### Drive-strength map

The bar under the picture is 20 um long.
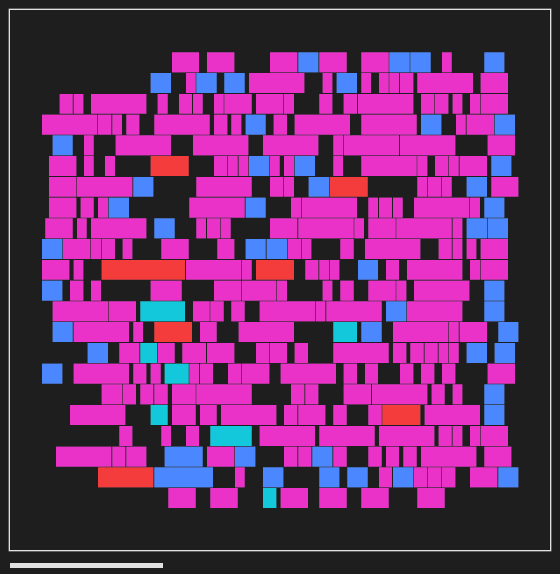
### Signal wires by layer

Only two layers are drawn.
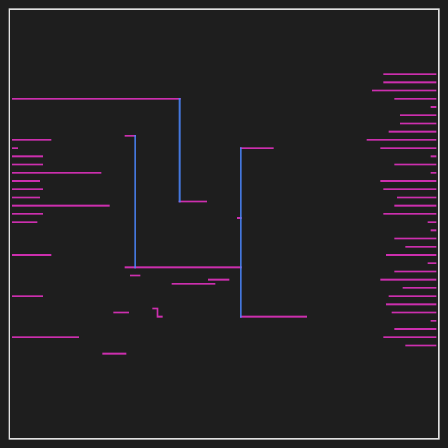
### Clock routing

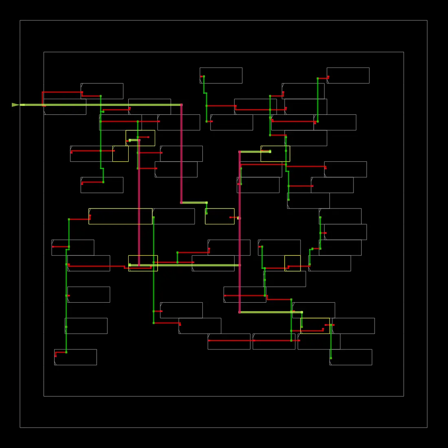
==> src/rtl/servisia_sram_pkg.sv <==
// Shared types for the servisia SRAM controller.
// FSM state encoding and wait-counter sizing.
package servisia_sram_pkg;

    typedef enum logic [2:0] {
        ST_IDLE,
        ST_RD,
        ST_TA,
        ST_WR_SETUP,
        ST_WR_PULSE,
        ST_WR_HOLD
    } sram_state_e;

    function automatic int cnt_width(input int rd_wait, input int wr_pulse);
        int m;
        m = (rd_wait > wr_pulse) ? rd_wait : wr_pulse;
        return (m < 1) ? 1 : $clog2(m + 1);
    endfunction

endpackage

==> src/rtl/servisia_sram_ctrl.sv <==
// Byte-wide async SRAM controller for the servisia memory port.
// Registered strobes, programmable read wait and write pulse width.
module servisia_sram_ctrl
    import servisia_sram_pkg::*;
#(
    parameter int ADDR_WIDTH      = 20,
    parameter int DATA_WIDTH      = 8,
    parameter int RD_WAIT_CYCLES  = 2,
    parameter int WR_PULSE_CYCLES = 1
) (
    input  logic                  clk_i,
    input  logic                  rst_i,
    input  logic                  req_valid_i,
    output logic                  req_ready_o,
    input  logic                  req_we_i,
    input  logic [ADDR_WIDTH-1:0] req_addr_i,
    input  logic [DATA_WIDTH-1:0] req_wdata_i,
    output logic                  rsp_valid_o,
    output logic [DATA_WIDTH-1:0] rsp_rdata_o,
    output logic                  sram_cs_n_o,
    output logic                  sram_we_n_o,
    output logic                  sram_oe_n_o,
    output logic [ADDR_WIDTH-1:0] sram_addr_o,
    output logic [DATA_WIDTH-1:0] sram_dq_o,
    output logic                  sram_dq_oe_o,
    input  logic [DATA_WIDTH-1:0] sram_dq_i
);

    localparam int CW = cnt_width(RD_WAIT_CYCLES, WR_PULSE_CYCLES);
    localparam logic [CW-1:0] RD_LOAD = CW'(RD_WAIT_CYCLES - 1);
    localparam logic [CW-1:0] WR_LOAD = CW'(WR_PULSE_CYCLES - 1);

    sram_state_e   state;
    logic [CW-1:0] cnt;

    assign req_ready_o = (state == ST_IDLE) && !rst_i;

    always_ff @(posedge clk_i) begin
        if (rst_i) begin
            state        <= ST_IDLE;
            cnt          <= '0;
            sram_cs_n_o  <= 1'b1;
            sram_we_n_o  <= 1'b1;
            sram_oe_n_o  <= 1'b1;
            sram_dq_oe_o <= 1'b0;
            sram_addr_o  <= '0;
            sram_dq_o    <= '0;
            rsp_valid_o  <= 1'b0;
            rsp_rdata_o  <= '0;
        end else begin
            rsp_valid_o <= 1'b0;
            unique case (state)
                ST_IDLE: begin
                    if (req_valid_i) begin
                        sram_addr_o <= req_addr_i;
                        sram_cs_n_o <= 1'b0;
                        if (req_we_i) begin
                            sram_dq_o    <= req_wdata_i;
                            sram_dq_oe_o <= 1'b1;
                            state        <= ST_WR_SETUP;
                        end else begin
                            sram_oe_n_o <= 1'b0;
                            cnt         <= RD_LOAD;
                            state       <= ST_RD;
                        end
                    end
                end
                ST_RD: begin
                    // Sample DQ on the final OE cycle, then release the bus.
                    if (cnt == '0) begin
                        rsp_rdata_o <= sram_dq_i;
                        rsp_valid_o <= 1'b1;
                        sram_cs_n_o <= 1'b1;
                        sram_oe_n_o <= 1'b1;
                        state       <= ST_TA;
                    end else begin
                        cnt <= cnt - CW'(1);
                    end
                end
                ST_TA: begin
                    state <= ST_IDLE;
                end
                ST_WR_SETUP: begin
                    sram_we_n_o <= 1'b0;
                    cnt         <= WR_LOAD;
                    state       <= ST_WR_PULSE;
                end
                ST_WR_PULSE: begin
                    if (cnt == '0) begin
                        sram_we_n_o <= 1'b1;
                        state       <= ST_WR_HOLD;
                    end else begin
                        cnt <= cnt - CW'(1);
                    end
                end
                ST_WR_HOLD: begin
                    sram_cs_n_o  <= 1'b1;
                    sram_dq_oe_o <= 1'b0;
                    state        <= ST_IDLE;
                end
                default: begin
                    state <= ST_IDLE;
                end
            endcase
        end
    end

endmodule

==> config.mk <==
export PLATFORM = sky130hd
export DESIGN_NAME = servisia_sram_ctrl
export DESIGN_NICKNAME = d
export VERILOG_FILES = /design/src/rtl/servisia_sram_pkg.sv /design/src/rtl/servisia_sram_ctrl.sv
export SDC_FILE = /design/constraint.sdc
export NUM_CORES = 1
export LEC_CHECK = 0
export CORE_MARGIN = 4
export CORE_UTILIZATION = 46
export CTS_BUF_LIST = sky130_fd_sc_hd__clkbuf_4 sky130_fd_sc_hd__clkbuf_8
export DETAILED_ROUTE_END_ITERATION = 8
export PLACE_DENSITY = 0.87
export SLEW_MARGIN = 20
export SYNTH_ARGS = -nofsm -noshare
export SYNTH_HDL_FRONTEND = slang
export SYNTH_SLANG_ARGS = --single-unit
==> constraint.sdc <==
create_clock -name clk_i -period 2.2 [get_ports clk_i]
set_input_delay 0.44 -clock clk_i [delete_from_list [all_inputs] [get_ports clk_i]]
set_output_delay 0.44 -clock clk_i [all_outputs]
set_load 0.1 [all_outputs]
==> GITHUB_STEP_SUMMARY <==
## Implementation flow summary

| Metric | Value |
|---|---|
| Wl on met1 | `~2000 um` |
| Routed wire length | `4440 um` |
| WL met2 | `roughly 2000 um` |
| Setup CP Type | `in -> reg` |
| Worst setup startpoint | `req_valid_i` |
| Status | `finished clean` |
| CTS Hold Bufs | `0` |
| Yosys synthesis chip area | `1810 um2` |
| Dominant cell area share | `0.508` |
| Layer with the highest usage | `met2` |
| Max_slew headroom | `0.615` |
| Most frequent cells in the layout | `nand2_1 (59), dfxtp_1 (46), buf_4 (46), a21oi_1 (41), clkdlybuf4s50_1 (38)` |
| Inserted Diodes | `0` |
| Initial antenna violation count | `0` |
| Worst hold-check path type | `reg -> reg` |
| Num ports | `between 80 and 90` |
| Worst Path Arrival | `between 1.5 and 2 ns` |
| Synthesized registers | `46` |
| Vias in the first global route | `1665` |
| Synth Seq Share | `0.508` |
| Pwr/cell area | `around 940 nW/um2` |
| Max-cap violations | `0` |
| Synth Cell Area | `1810 um2` |
| Hold_sp | `sram_addr_o[13]` |
| Rows | `22` |
| Ao+oa area frac | `0.187` |
| Die area | `5010 um2` |
| XOR Share, Synth | `0` |
| Post-DR wirelength/cell | `approximately 13 um` |
| Worst Setup End Kind | `flop` |
| Clock transition at the registers of the reported paths | `~0.080 ns` |
| Adder-Cell Fraction of Synth Area | `0.00690` |
| Max reg flops | `20` |
| CP Max Fanout | `29` |
| CP peak stage delay | `between 0.6 and 0.7 ns` |
| Cell variety after synth | `30` |
| Initial DRC Count | `between 100 and 150` |
| First drt pass iteration count | `5` |
| Syn_area_per_cell | `between 8 and 9 um2` |
| Post-CTS Resized | `0` |
| GRT overflow | `0` |
| Met3 wire len | `just under 400 um` |
| Critical Path Start Type | `primary input` |
| Endpoints failing hold | `0` |
| Largest register by flop count | `sram_addr_o` |
| Grt met1 use | `0.223` |
| Cell area leaders | `dfxtp_1 (51%), nand2_1 (12%), a21oi_1 (11%), o21ai_0 (3.0%), nand3_1 (2.8%)` |
| Final worst path period share | `0.830` |
| Met2 usage | `0.297` |
| Basic Gates by Area | `0.230` |
| Most numerous logic cell after layout | `nand2_1` |
| Die Width | `a little over 70 um` |
| Share of layout cells above drive strength 1 | `0.215` |
| Synthesized Nets | `between 200 and 300` |
| Cell type with the largest total area | `dfxtp_1` |
| Crit path time final | `roughly 1.8 ns` |
| Total track usage | `0.182` |
| CTS tree | `yes` |
| Worst Path Buf+Inv | `1` |
| LEAKAGE | `~1.1 nW` |
| Pin count of the biggest net entering global routing | `~48` |
| Number of cells in Yosys stat | `between 200 and 250` |
| Multiplexer share | `0.00552` |
| Worst Skew | `just over 0.004 ns` |
| Post-DP HPWL | `~3100 um` |
| Count of tool warnings | `26` |
| Tightest Pin Transition | `0.577 ns` |
| Final Setup Violations | `0` |
| GR Util met3 | `0.0639` |
| Post-route ant nets | `0` |
| Clock Tree Root | `clkbuf_8` |
| Setup ws final | `~0.37 ns` |
| Initial core utilization | `0.484` |
| Total negative slack | `0 ns` |
| RSZ-0062 raised after global routing | `no` |
| Clock buffer depth | `2` |
| Port bufs | `81` |
| Post-CTS Repair Setup Buffers | `0` |
| Routability cong. | `around 0.75` |
| Cells after synthesis | `about 220` |
| DP Worst Slack | `0.0498 ns` |
| First-pass GRT wire length | `roughly 7400 um` |
| Number of fillers in the final layout | `roughly 330` |
| DIE HEIGHT | `70.8 um` |
| Synth warnings | `0` |
| Final slew viol count | `0` |
| Slowest-stage cell, CP | `or4b_4` |
| Top sig layer | `met4` |
| Synth logic family | `simple AND/OR/NAND/NOR gates` |
| Via count | `~1.8k` |
| H-Tree Depth | `2` |
| Worst VDD drop | `between 0.6 and 0.7 mV` |
| DRC errors left | `0` |
| Family with the most delay on the worst path | `simple AND/OR/NAND/NOR gates` |
| Vias per cell | `5.10` |
| Worst path cell trace | `clkdlybuf4s50_1 -> or4b_4 -> o21ai_0 -> a21oi_1` |
| Top flop regs | `sram_addr_o: 20 flops, rsp_rdata_o: 8 flops, sram_dq_o: 8 flops` |
| Core Area | `between 3000 and 4000 um2` |
| Final non-filler cell total | `approximately 350` |
| Placed Cells | `around 340` |
| Synth-to-Final Area Change | `47.3%` |
| R2r startpoint | `state[2]` |
| Fmax | `about 550 MHz` |
| Post-layout net count | `approximately 340` |
| Critical Path RT | `about 2.4 ns` |
| Register-to-register setup slack | `around 0.46 ns` |
About 'Drive-strength map':
[x1 and smaller] magenta | cells: 233 | share: 78% | most used: nand2_1
[x3 and x4] blue | cells: 50 | share: 17% | most used: buf_4
[x2] cyan | cells: 7 | share: 2.4% | most used: or2_2
[x6 and larger] red | cells: 7 | share: 2.4% | most used: clkbuf_8

About 'Signal wires by layer':
[M4] blue | wire length: 66.6 um
[M3] magenta | wire length: 388 um

About 'Clock routing':
Num CTS Buffers: 5
P_clk: 0.623 mW
Clock Sinks: 46
FF+latch count: 46
clk_lat worst skew: 0.29 ns

==> cells in the mapped netlist <==
cell / instances
a2111oi_0: 1
a21oi_1: 41
a221o_1: 2
buf_1: 2
buf_2: 4
buf_4: 3
buf_6: 2
clkbuf_1: 6
dfxtp_1: 46
ha_1: 1
inv_1: 5
mux2i_1: 1
nand2_1: 59
nand2b_1: 3
nand3_1: 10
nand4bb_1: 1
nor2_1: 2
nor2b_1: 3
nor3_1: 2
nor4_1: 1
nor4b_1: 2
nor4bb_1: 2
o211a_1: 1
o21ai_0: 11
o21ai_2: 1
o21bai_1: 3
o311ai_0: 1
or2_2: 2
or3b_2: 1
or4b_4: 1
==> layout make-up <==
class / instances / area, um2 / share of cell area
clock inverters: 2 / 37.5 / 0.0141
repair buffers: 86 / 751 / 0.281
inverters: 5 / 18.8 / 0.00703
clock buffers: 6 / 76.3 / 0.0286
well taps: 48 / 60.1 / 0.0225
multi-input cells: 152 / 806 / 0.302
flip-flops and latches: 46 / 921 / 0.345
==> where the power goes <==
group,internal [mW],total (mW),switching [mW]
registers,0.906,0.966,0.0607
clock network,0.351,0.623,0.272
logic,0.249,0.914,0.665
total,1.51,2.50,0.998
==> through the flow <==
| step | area, um2 | hold WS [ns] | power, mW | utilization |
|---|---|---|---|---|
| final | 2670 | 0.457 | 2.50 | 0.713 |
| after global routing | 2670 | 0.474 | 2.60 | 0.713 |
| after CTS | 2670 | 0.458 | 2.52 | 0.713 |
| after detailed placement | 2560 | 0.447 | 1.91 | 0.683 |
| after global placement | 2560 | 0.432 | 1.90 | 0.683 |
| after floorplan | 1830 | 0.448 | 1.68 | - |
==> final timing paths <==
path	endpoint	cells after the start
min	sram_addr_o[13]	2
min reg2reg	sram_addr_o[13]	2
max	sram_dq_o[0]	4
max reg2reg	sram_dq_o[0]	3
Power is estimated from default activity; no workload was simulated.
